`src/rtl/noc_input_buffer.sv`:
```
// Per-direction router input stage: flit FIFO plus packet-framing FSM that
// drives the arbiter's req/flit_id/length and drops orphan body/tail flits.
module noc_input_buffer #(
  parameter int DATA_WIDTH = 32,
  parameter int DEPTH      = 4
) (
  input  logic                     clk,
  input  logic                     rst,
  input  logic [DATA_WIDTH-1:0]    in_data,
  input  logic                     in_valid,
  output logic                     in_ready,
  input  logic                     grant,
  output logic [DATA_WIDTH-1:0]    out_data,
  output logic                     out_valid,
  output logic [2:0]               flit_id,
  output logic [11:0]              length,
  output logic                     req,
  output logic [$clog2(DEPTH):0]   count,
  output logic                     err
);
  localparam int AW = $clog2(DEPTH);
  localparam int CW = AW + 1;

  localparam logic [2:0] ID_HDR  = 3'b001;
  localparam logic [2:0] ID_TAIL = 3'b100;

  typedef enum logic {IDLE, ACTIVE} state_t;

  logic [DATA_WIDTH-1:0] mem [DEPTH];
  logic [AW-1:0]         wr_ptr, rd_ptr;
  logic [CW-1:0]         cnt;
  logic [11:0]           len_q;
  state_t                state, state_nx;
  logic                  push, pop, err_set, len_load;
  logic [2:0]            head_id;
  logic                  is_hdr, is_tail;

  assign in_ready  = (cnt != CW'(DEPTH));
  assign out_valid = (cnt != '0);
  assign count     = cnt;
  assign out_data  = mem[rd_ptr];
  assign head_id   = out_data[DATA_WIDTH-1:DATA_WIDTH-3];
  assign is_hdr    = out_valid && (head_id == ID_HDR);
  assign is_tail   = out_valid && (head_id == ID_TAIL);
  assign flit_id   = out_valid ? head_id : 3'b000;
  assign length    = is_hdr ? out_data[11:0] : len_q;
  assign push      = in_valid && in_ready;

  // Framing FSM: IDLE drops anything that is not a header; ACTIVE aborts on a
  // new header so it can re-arbitrate without being consumed.
  always_comb begin
    state_nx = state;
    pop      = 1'b0;
    err_set  = 1'b0;
    len_load = 1'b0;
    req      = 1'b0;
    case (state)
      IDLE: begin
        req = is_hdr;
        if (out_valid) begin
          if (!is_hdr) begin
            pop     = 1'b1;
            err_set = 1'b1;
          end else if (grant) begin
            pop      = 1'b1;
            len_load = 1'b1;
            state_nx = ACTIVE;
          end
        end
      end
      ACTIVE: begin
        req = 1'b1;
        if (is_hdr) begin
          err_set  = 1'b1;
          state_nx = IDLE;
        end else if (out_valid && grant) begin
          pop = 1'b1;
          if (is_tail) state_nx = IDLE;
        end
      end
      default: state_nx = IDLE;
    endcase
  end

  always_ff @(posedge clk) begin
    if (!rst) begin
      state <= IDLE;
      err   <= 1'b0;
      len_q <= '0;
    end else begin
      state <= state_nx;
      if (err_set)  err   <= 1'b1;
      if (len_load) len_q <= out_data[11:0];
    end
  end

  always_ff @(posedge clk) begin
    if (!rst) begin
      wr_ptr <= '0;
      rd_ptr <= '0;
      cnt    <= '0;
    end else begin
      if (push) begin
        mem[wr_ptr] <= in_data;
        wr_ptr      <= wr_ptr + AW'(1);
      end
      if (pop) rd_ptr <= rd_ptr + AW'(1);
      case ({push, pop})
        2'b10:   cnt <= cnt + CW'(1);
        2'b01:   cnt <= cnt - CW'(1);
        default: cnt <= cnt;
      endcase
    end
  end
endmodule

```
`config.mk`:
```
export PLATFORM = sky130hd
export DESIGN_NAME = noc_input_buffer
export DESIGN_NICKNAME = d
export VERILOG_FILES = /design/src/rtl/noc_input_buffer.sv
export SDC_FILE = /design/constraint.sdc
export NUM_CORES = 1
export LEC_CHECK = 0
export CORE_MARGIN = 1.5
export CORE_UTILIZATION = 25
export DETAILED_ROUTE_END_ITERATION = 16
export GPL_TIMING_DRIVEN = 0
export PLACE_DENSITY_LB_ADDON = 0.3
export SLEW_MARGIN = 20
export SYNTH_ARGS = -nofsm -noshare
export SYNTH_HDL_FRONTEND = slang
export SYNTH_SLANG_ARGS = --single-unit
```
`constraint.sdc`:
```
create_clock -name clk -period 4.4 [get_ports clk]
set_input_delay 0.88 -clock clk [delete_from_list [all_inputs] [get_ports clk]]
set_output_delay 0.88 -clock clk [all_outputs]
set_load 0.01 [all_outputs]
```
Drive-strength map:
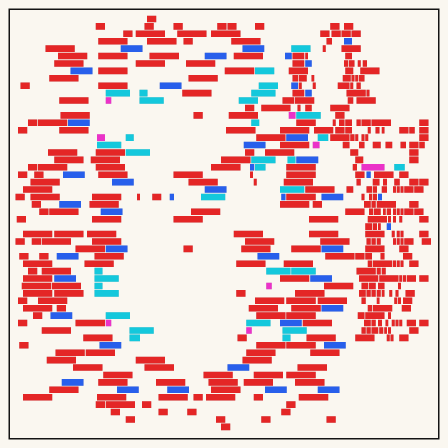
- x3 and x4: magenta (cells 8; share 1.7%; most used inv_4)
- x6 and larger: cyan (cells 32; share 6.9%; most used clkbuf_16)
- x2: blue (cells 43; share 9.3%; most used mux4_2)
- x1 and smaller: red (cells 380; share 82%; most used edfxtp_1)

Signal metal coverage by tile:
The bar under the picture is 50 um long. 31 x 31 tiles, from dark purple (low) to yellow (high), scaled to the fullest tile. Values are wire area over tile area, all layers added.
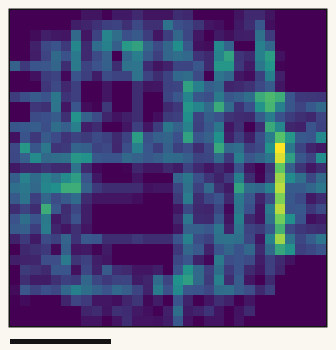
- densest ninth of the die: right middle
- mean over tiles: 0.080
- fullest tile: 0.44

Routing congestion:
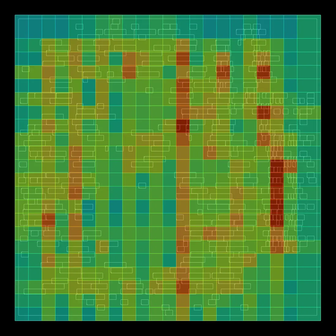
met1 Track Usage GR: 13.4%
DR WL/cell: 16.2 um
GR Util met2: 18.4%
gr busiest metal: met2
Total GRT Usage: 11.1%

Placed cells, one color a class:
The bar under the picture is 50 um long.
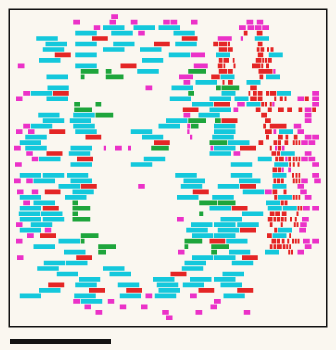
- remaining logic cells: red (cells 169; share of their area 21%)
- clock drivers and dummy loads: green (cells 32; share of their area 7.4%)
- remaining buffers and delay cells: magenta (cells 111; share of their area 14%)
- registers: cyan (cells 151; share of their area 58%)
Non-Filler Cell Area, Final: 7860 sq um
Seq area share: 54.8%
Core Footprint: 23,300 sq um
Final Util: 33.7%

Port wiring:
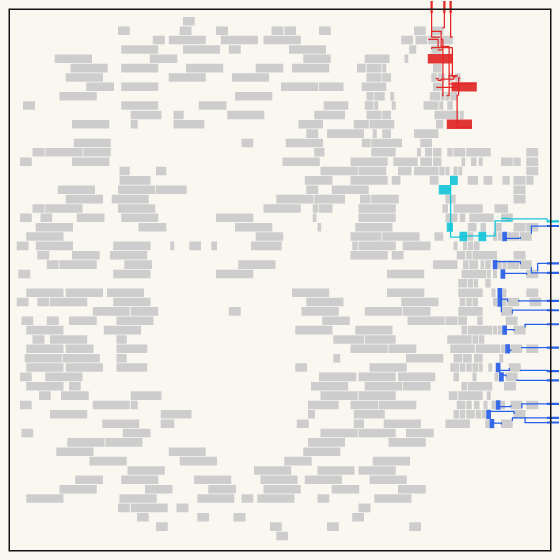
- `length`: blue (bits 12; direction output; edge right; end cells 12; buffers 12; wire 152 um)
- `grant`: cyan (bits 1; direction input; edge right; end cells 5; buffers 1; wire 55.3 um)
- `count`: red (bits 3; direction output; edge top; end cells 3; buffers 3; wire 131 um)
count of input and output buffers: 89
io pins: 90

==> flow_metrics.env <==
# implementation run metrics
export IMPL_clkTransAtPathRegs_ns=0.07
export IMPL_comb_multi_input_count=162
export IMPL_dp_hpwl_mm=8.59
export IMPL_switchingPower_mw=1.26
export IMPL_r2r_slack_ns=1.32
export IMPL_grt_pass1_vias=3494
export IMPL_internal_power_mw=3.06
export IMPL_p_leak_nw=2.56
export IMPL_logic_area_sq_um=1510
export IMPL_hold_end="err"
export IMPL_drv_cap=0
export IMPL_p_seq_share_pct=39.5
export IMPL_switching_share_pct=29.1
export IMPL_layout_setup_ws_ns=0.488
export IMPL_min_from="err"
export IMPL_sh_comb_area_pct=19.2
export IMPL_post_place_ws_ns=0.882
export IMPL_maxSlewViolCount=0
export IMPL_finalClockSkew_ns=0.0102
export IMPL_relSlewSlack_pct=48.5
export IMPL_ys_area_sq_um=5930
export IMPL_r2r_cells=10
export IMPL_antenna_cells=1
export IMPL_ctsResizeCount=0
export IMPL_antenna_found_initial=2
export IMPL_buffers_excl_clock=111
export IMPL_grt_pass1_wl_mm=19.7
export IMPL_min_delay_path_class="reg -> reg"
export IMPL_hold_viol=0
export IMPL_clock_sinks=151
export IMPL_clk_share_pct=7.01
export IMPL_ys_ff=151
export IMPL_holdWs_ns=0.460
export IMPL_clkPwrFrac_pct=31.5
export IMPL_buffer_area_share_pct=13.6
export IMPL_layout_drive_gt1_share_pct=17.9
export IMPL_globalplace_congestion=0.759
export IMPL_fin_cells=783
export IMPL_outcome="complete, no violations"
export IMPL_numCtsBuffers=17
export IMPL_r2r_end="count[2]"
export IMPL_synthCells=338
export IMPL_vias_per_cell=4.21
export IMPL_crit_required_ns=3.52
export IMPL_startpoint_type="register"
## kinds of logic after synthesis
| group | count (synthesis) | share of synthesized area (%) |
|---|---|---|
| XOR/XNOR | 4 | 0.591 |
| AND-OR/OR-AND | 35 | 3.74 |
| adder cells (fa/ha/maj) | 6 | 1.39 |
| buffers and inverters | 25 | 2.03 |
| multiplexers | 34 | 12.5 |
| AND/OR/NAND/NOR | 83 | 7.14 |
| flip-flops | 151 | 72.6 |
## worst max-delay path by stage
stage	startpoint	end	cells after the start	slack [ns]
5_1_grt	register	length[6]	7	0.26
4_1_cts	register	out_data[28]	4	0.41
2_1_floorplan	register	count[2]	10	1.51
6_report	register	length[2]	7	0.49
3_3_place_gp	rst	mem[2][25]	3	0.34
3_5_place_dp	register	out_data[28]	4	0.88
## sequential cells by signal (all words and copies together) (netlist names), named ones only
name and cells:
mem 128, len_q 12, count 3, rd_ptr 2, wr_ptr 2, err 1, state 1
## cell usage after synthesis, drive strengths merged
cell type,instances,share of area (%)
o21ai,16,1.4
inv,7,0.44
nor2b,1,0.11
or3,1,0.11
a21boi,16,2.0
nor4b,2,0.55
dfxtp,23,7.8
xor2,2,0.30
and2,7,0.74
or4b,1,0.17
nand3,13,1.1
or3b,1,0.15
edfxtp,128,65
fa,1,0.34
buf,10,1.1
a211o,1,0.15
nand2,44,2.8
mux4,32,12
clkbuf,8,0.51
nor4bb,1,0.17
mux2i,2,0.34
and3,4,0.42
nor3,2,0.17
nand2b,4,0.42
xnor2,2,0.30
or4,1,0.13
a21oi,1,0.084
ha,5,1.1
o31ai,1,0.13
nor3b,1,0.13
## power by group through the flow
stage          sequential [mW]  clock [mW]  combinational (mW)
2_1_floorplan             1.73           0               0.685
3_5_place_dp              1.74           0                1.28
6_report                  1.71        1.36                1.25
3_3_place_gp              1.74           0                1.25
5_1_grt                   1.72        1.47                1.37
4_1_cts                   1.71        1.41                1.29
## per-layer routing
metal  track usage [%]  vias to the layer above  wire length [um]  share of wire [%]
li1                  -                     1540                 -                  -
met1              13.4                     1662              5640                 45
met2              18.4                       84              6180                 49
met5                 0                        -                 0                  0
met4              3.85                        0               182                1.4
met3              3.66                       12               662                5.2
## layout by cell type, fill, tap and decap left out, types with 2 or more instances in the layout
cell type / synthesis / layout
and3_2: 0 / 4
o21ai_0: 9 / 9
xnor2_1: 2 / 2
mux4_2: 32 / 32
clkbuf_1: 8 / 8
a21boi_0: 9 / 9
inv_8: 0 / 2
a21boi_1: 7 / 7
buf_12: 0 / 4
buf_2: 6 / 6
buf_6: 2 / 2
nor3_1: 2 / 2
and2_1: 7 / 7
edfxtp_1: 128 / 128
clkbuf_16: 0 / 17
nand3_1: 13 / 13
clkdlybuf4s50_1: 0 / 89
ha_1: 5 / 5
nand2b_1: 4 / 4
inv_4: 0 / 4
xor2_1: 2 / 2
inv_1: 7 / 7
o21ai_1: 7 / 7
nand2_1: 44 / 44
dfxtp_1: 23 / 23
mux2i_1: 2 / 2
inv_6: 0 / 7
## critical path: stages (launching register included)
cell and delay (ns):
dfxtp_1 0.33, buf_6 0.13, mux4_2 0.61, nor4b_4 0.44, clkbuf_1 0.39, nand2_1 0.11, nand2_1 0.07, clkdlybuf4s50_1 0.53
Power figures rest on the tool's default switching activity, not on a simulated workload.
